Fig. 1: sizing map
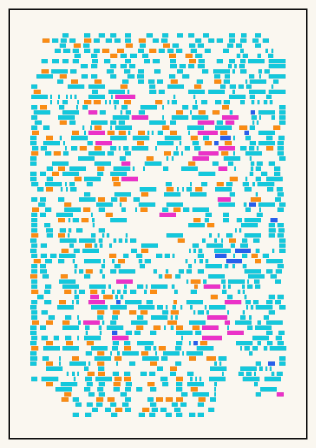
Fig. 2: placement density heat map
The die is cut into 16 by 23 equal tiles; white is low, dark blue is high, 0 to 100% covered.
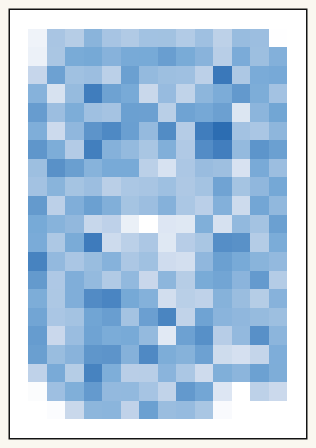
Fig. 3: cell outlines without signal wires
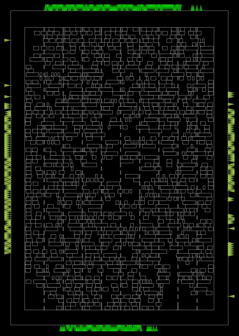
Fig. 4: pin placement
Bar = 50 µm. Pins as bars across the die edge, other pins in gray.
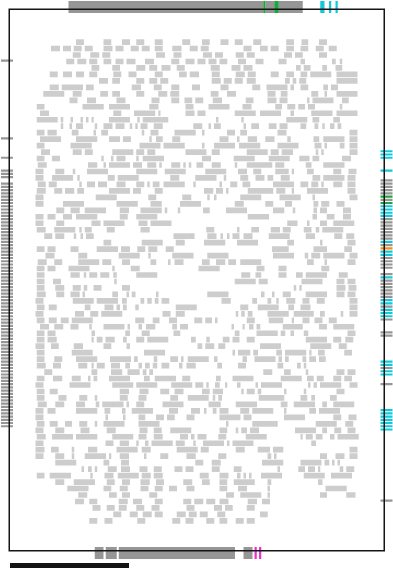
## src/rtl/writeback_stage_pipeline_pkg.sv

```systemverilog
// Shared write-back encodings and datapath widths for the WB stage.
package writeback_stage_pipeline_pkg;

  localparam int DATA_LEN     = 32;
  localparam int REG_ADDR_LEN = 5;

  typedef enum logic [1:0] {
    WB_SEL_ALU  = 2'b00,
    WB_SEL_LOAD = 2'b01,
    WB_SEL_PC4  = 2'b10,
    WB_SEL_RSVD = 2'b11
  } wb_sel_e;

  typedef enum logic [2:0] {
    LD_LB  = 3'b000,
    LD_LH  = 3'b001,
    LD_LW  = 3'b010,
    LD_LBU = 3'b100,
    LD_LHU = 3'b101
  } load_type_e;

  function automatic logic is_half(input logic [2:0] t);
    return (t == LD_LH) || (t == LD_LHU);
  endfunction

  function automatic logic is_byte(input logic [2:0] t);
    return (t == LD_LB) || (t == LD_LBU);
  endfunction

endpackage

```

## src/rtl/writeback_stage_pipeline_load_extend.sv

```systemverilog
// Extracts and sign/zero-extends load data from an aligned word; flags misaligned accesses.
module load_extend
  import writeback_stage_pipeline_pkg::*;
#(
  parameter int DATA_W = DATA_LEN
) (
  input  logic [DATA_W-1:0] raw,
  input  logic [1:0]        addr_lo,
  input  logic [2:0]        load_type,
  output logic [DATA_W-1:0] data,
  output logic              misalign
);

  logic [7:0]  byte_sel;
  logic [15:0] half_sel;

  always_comb begin
    byte_sel = raw[7:0];
    case (addr_lo)
      2'd1:    byte_sel = raw[15:8];
      2'd2:    byte_sel = raw[23:16];
      2'd3:    byte_sel = raw[31:24];
      default: byte_sel = raw[7:0];
    endcase
    half_sel = addr_lo[1] ? raw[31:16] : raw[15:0];
  end

  always_comb begin
    data = raw;
    case (load_type)
      LD_LB:   data = {{(DATA_W-8){byte_sel[7]}}, byte_sel};
      LD_LBU:  data = {{(DATA_W-8){1'b0}}, byte_sel};
      LD_LH:   data = {{(DATA_W-16){half_sel[15]}}, half_sel};
      LD_LHU:  data = {{(DATA_W-16){1'b0}}, half_sel};
      default: data = raw;
    endcase
  end

  // Unlisted encodings behave as LW, so they need full word alignment.
  always_comb begin
    misalign = 1'b0;
    if (is_half(load_type))
      misalign = addr_lo[0];
    else if (!is_byte(load_type))
      misalign = (addr_lo != 2'd0);
  end

endmodule

```

## src/rtl/writeback_stage_pipeline.sv

```systemverilog
// MEM/WB pipeline register, register-file write port, same-cycle read bypass and retire counter.
module writeback_stage_pipeline
  import writeback_stage_pipeline_pkg::*;
#(
  parameter int DATA_W = DATA_LEN,
  parameter int ADDR_W = REG_ADDR_LEN
) (
  input  logic              clk,
  input  logic              rst_n,
  input  logic              stall,
  input  logic              flush,
  input  logic              mem_valid,
  input  logic              mem_reg_we,
  input  logic [ADDR_W-1:0] mem_rd,
  input  logic [1:0]        mem_wb_sel,
  input  logic [2:0]        mem_load_type,
  input  logic [1:0]        mem_addr_lo,
  input  logic [DATA_W-1:0] mem_alu_result,
  input  logic [DATA_W-1:0] mem_load_data,
  input  logic [DATA_W-1:0] mem_pc_plus4,
  input  logic [ADDR_W-1:0] id_raddr1,
  input  logic [ADDR_W-1:0] id_raddr2,
  input  logic [DATA_W-1:0] rf_rdata1,
  input  logic [DATA_W-1:0] rf_rdata2,
  output logic              rf_we,
  output logic [ADDR_W-1:0] rf_waddr,
  output logic [DATA_W-1:0] rf_wdata,
  output logic [DATA_W-1:0] id_rdata1,
  output logic [DATA_W-1:0] id_rdata2,
  output logic              wb_valid,
  output logic              wb_misalign,
  output logic [31:0]       retire_cnt
);

  logic              valid_q;
  logic              reg_we_q;
  logic [ADDR_W-1:0] rd_q;
  wb_sel_e           sel_q;
  logic [2:0]        load_type_q;
  logic [1:0]        addr_lo_q;
  logic [DATA_W-1:0] alu_q;
  logic [DATA_W-1:0] load_q;
  logic [DATA_W-1:0] pc4_q;
  logic [31:0]       retire_q;

  logic [DATA_W-1:0] load_ext;
  logic              load_misalign;
  logic              misalign;
  logic              retire;

  // A flush only kills valid; the payload fields are irrelevant once valid is low.
  always_ff @(posedge clk or negedge rst_n) begin
    if (!rst_n) begin
      valid_q     <= 1'b0;
      reg_we_q    <= 1'b0;
      rd_q        <= '0;
      sel_q       <= WB_SEL_ALU;
      load_type_q <= '0;
      addr_lo_q   <= '0;
      alu_q       <= '0;
      load_q      <= '0;
      pc4_q       <= '0;
    end else if (flush) begin
      valid_q <= 1'b0;
    end else if (!stall) begin
      valid_q     <= mem_valid;
      reg_we_q    <= mem_reg_we;
      rd_q        <= mem_rd;
      sel_q       <= wb_sel_e'(mem_wb_sel);
      load_type_q <= mem_load_type;
      addr_lo_q   <= mem_addr_lo;
      alu_q       <= mem_alu_result;
      load_q      <= mem_load_data;
      pc4_q       <= mem_pc_plus4;
    end
  end

  load_extend #(
    .DATA_W (DATA_W)
  ) u_load_extend (
    .raw       (load_q),
    .addr_lo   (addr_lo_q),
    .load_type (load_type_q),
    .data      (load_ext),
    .misalign  (load_misalign)
  );

  assign misalign = valid_q && (sel_q == WB_SEL_LOAD) && load_misalign;

  always_comb begin
    rf_wdata = alu_q;
    case (sel_q)
      WB_SEL_LOAD: rf_wdata = load_ext;
      WB_SEL_PC4:  rf_wdata = pc4_q;
      default:     rf_wdata = alu_q;
    endcase
  end

  assign rf_we    = valid_q && reg_we_q && (rd_q != '0) && !misalign;
  assign rf_waddr = rd_q;

  // The register file commits at the next edge, so ID must see this cycle's write here.
  always_comb begin
    id_rdata1 = rf_rdata1;
    id_rdata2 = rf_rdata2;
    if (rf_we && (rf_waddr == id_raddr1) && (id_raddr1 != '0))
      id_rdata1 = rf_wdata;
    if (rf_we && (rf_waddr == id_raddr2) && (id_raddr2 != '0))
      id_rdata2 = rf_wdata;
  end

  // Counting on the edge an instruction leaves WB makes a stalled one count exactly once.
  assign retire = valid_q && !stall && !misalign;

  always_ff @(posedge clk or negedge rst_n) begin
    if (!rst_n)
      retire_q <= '0;
    else if (retire)
      retire_q <= retire_q + 32'd1;
  end

  assign wb_valid    = valid_q;
  assign wb_misalign = misalign;
  assign retire_cnt  = retire_q;

endmodule
```

## config.mk

```make
export PLATFORM = sky130hd
export DESIGN_NAME = writeback_stage_pipeline
export DESIGN_NICKNAME = d
export VERILOG_FILES = /design/src/rtl/writeback_stage_pipeline_pkg.sv /design/src/rtl/writeback_stage_pipeline_load_extend.sv /design/src/rtl/writeback_stage_pipeline.sv
export SDC_FILE = /design/constraint.sdc
export NUM_CORES = 1
export LEC_CHECK = 0
export CELL_PAD_IN_SITES_DETAIL_PLACEMENT = 1
export CELL_PAD_IN_SITES_GLOBAL_PLACEMENT = 2
export CORE_AREA = 10 10 147 217
export DETAILED_ROUTE_END_ITERATION = 10
export DIE_AREA = 0 0 157 227
export PLACE_DENSITY_LB_ADDON = 0.12
export SYNTH_ARGS = -nofsm -noshare
export SYNTH_HDL_FRONTEND = slang
export SYNTH_SLANG_ARGS = --single-unit
export TNS_END_PERCENT = 30
```

## constraint.sdc

```tcl
create_clock -name clk -period 6.8 [get_ports clk]
set_input_delay 1.36 -clock clk [delete_from_list [all_inputs] [get_ports clk]]
set_output_delay 1.36 -clock clk [all_outputs]
set_load 0.02 [all_outputs]
```

==> flow_summary_export.csv <==
group,metric,value,unit
power,seq-power,0.00106,W
global_route,track_usage,0.1703,
run_status,outcome,"complete, no violations",
floorplanning,fp.dieH,227,µm
yosys,syn_area_per_cell,11.29,µm²
yosys,topCellsByArea,"dfrtp_1 46%, mux2_2 21%, nand2_1 3.9%",
yosys,ys_area,7759,µm²
detailed_routing,vias,6586,
min_path,hold_class,"flop to flop",
floorplanning,dieArea,35640,µm²
timing,tns,0,ns
worst_setup_path,r2r-end,"retire_cnt[31]",
yosys,ys_sh_xor,0.04612,
timing,post-route-min-period,5.401,ns
power,internal_power,0.002100,W
timing,rsz0062_at_grt,"no",
cts,cts_buffers,17,
power,power-top-group,"the clock network",
cells_and_area,lay_top_cells,"322 x clkdlybuf4s50_1, 145 x mux2_2, 142 x dfrtp_1, 80 x nand2_1, 35 x nor2_1",
worst_setup_path,cpPeakStageDelay,0.55,ns
yosys,edf_count,0,
global_route,grt.overflow.total,0,
worst_setup_path,crit_top_cell,"clkdlybuf4s50_1",
worst_setup_path,cp-start-kind,"input pin",
worst_setup_path,crit_required,5.44,ns
power,netSwitchingFraction,0.3041,
detailed_routing,drt-total-wl,30.89,mm
cts,ctsHoldBuffers,0,
cts,cts_setup_buffers,0,
yosys,ys_types,56,
yosys,ys.flops,142,
power,p_seq_frac,0.352,
yosys,simple_gate_share,0.1124,
yosys,synth.top_cells.by_count,"145 x mux2_2, 142 x dfrtp_1, 80 x nand2_1, 37 x nor2_1, 25 x mux2_1",
worst_setup_path,path_buffers,3,
timing,skew,0.003321,ns
cts,cts_max_path_buffers,2,
cts,root_buffer,"clkbuf_16",
min_path,min_delay_path_depth,1,
placed_design,dp_hpwl,23.75,mm
placed_design,placed_cells,1319,
detailed_routing,detail_route.drc_violations,0,
detailed_routing,vias_per_cell,4.864,
detailed_routing,routedWlPerCell,22.82,µm
worst_setup_path,reg2reg_slack,4.21,ns
## Picture notes: Fig. 1
legend:
  _3 and _4 cells:
    color: blue
    cells: 13
    most_used: buf_4
  _0 and _1 cells:
    color: cyan
    cells: 805
    most_used: clkdlybuf4s50_1
  _2 cells:
    color: orange
    cells: 157
    most_used: mux2_2
  _6 and larger:
    color: magenta
    cells: 30
    most_used: clkbuf_16

## Picture notes: Fig. 2
tiles over 75% full: 0.30%
nearly empty tiles: 23%
emptiest ninth of the die: south-east
mean over tiles: 32%
fullest tile: 76%

## Picture notes: Fig. 3
Tap Count: 346
final instance count without filler cells: 1354
post-layout util: 0.4295

## Picture notes: Fig. 4
legend:
  retire_cnt:
    color: cyan
    pins: 32
    direction: output
    edge: 28 east, 4 north
  mem_rd:
    color: green
    pins: 5
    direction: input
    edge: 3 north, 2 east
  mem_valid:
    color: orange
    pins: 1
    direction: input
    edge: east
  mem_wb_sel:
    color: magenta
    pins: 2
    direction: input
    edge: south

## area by class of cell
cell class                      count  area (µm²)  share of cell area
Antenna cell                        3       7.507           0.0006272
Clock buffer                       24       501.7             0.04192
Clock inverter                      8       175.2             0.01463
Inverter                           12       45.04            0.003763
Multi-Input combinational cell    491        3970              0.3317
Sequential cell                   142        3553              0.2969
Tap cell                          346       432.9             0.03617
Timing Repair Buffer              328        3284              0.2744
## state kept, by name, indices dropped and copies added (netlist names)
register and cells:
reg_we_q 1, wb_valid 1, alu_q 32, addr_lo_q 2, retire_cnt 32, load_q 32
load_type_q 3, rf_waddr 5, sel_q 2, pc4_q 32
## per-stage QoR
| stage | setup slack (ns) | hold slack, ns |
|---|---|---|
| final | 1.399 | 0.4955 |
| after global routing | 1.252 | 0.5120 |
| after CTS | 1.360 | 0.4937 |
| after detailed placement | 1.362 | 0.4818 |
| after global placement | 1.373 | 0.4779 |
| after floorplan | 2.707 | 0.4772 |
## metal layers
metal,share of wire,vias up,global-route usage
met5,0.0015,-,0
met4,0.013,8,0.04275
met3,0.065,29,0.06045
met2,0.56,171,0.3203
met1,0.36,3306,0.1735
li1,-,3072,-
## worst max-delay path by stage
stage / startpoint / endpoint / cells past startpoint
3_3_place_gp: id_raddr1[2] / id_rdata1[1] / 8
5_1_grt: id_raddr1[2] / id_rdata1[9] / 8
2_1_floorplan: id_raddr1[2] / id_rdata1[16] / 6
4_1_cts: id_raddr1[2] / id_rdata1[9] / 8
3_5_place_dp: id_raddr1[2] / id_rdata1[9] / 8
6_report: id_raddr1[2] / id_rdata1[9] / 8
Power is estimated from default activity; no workload was simulated.
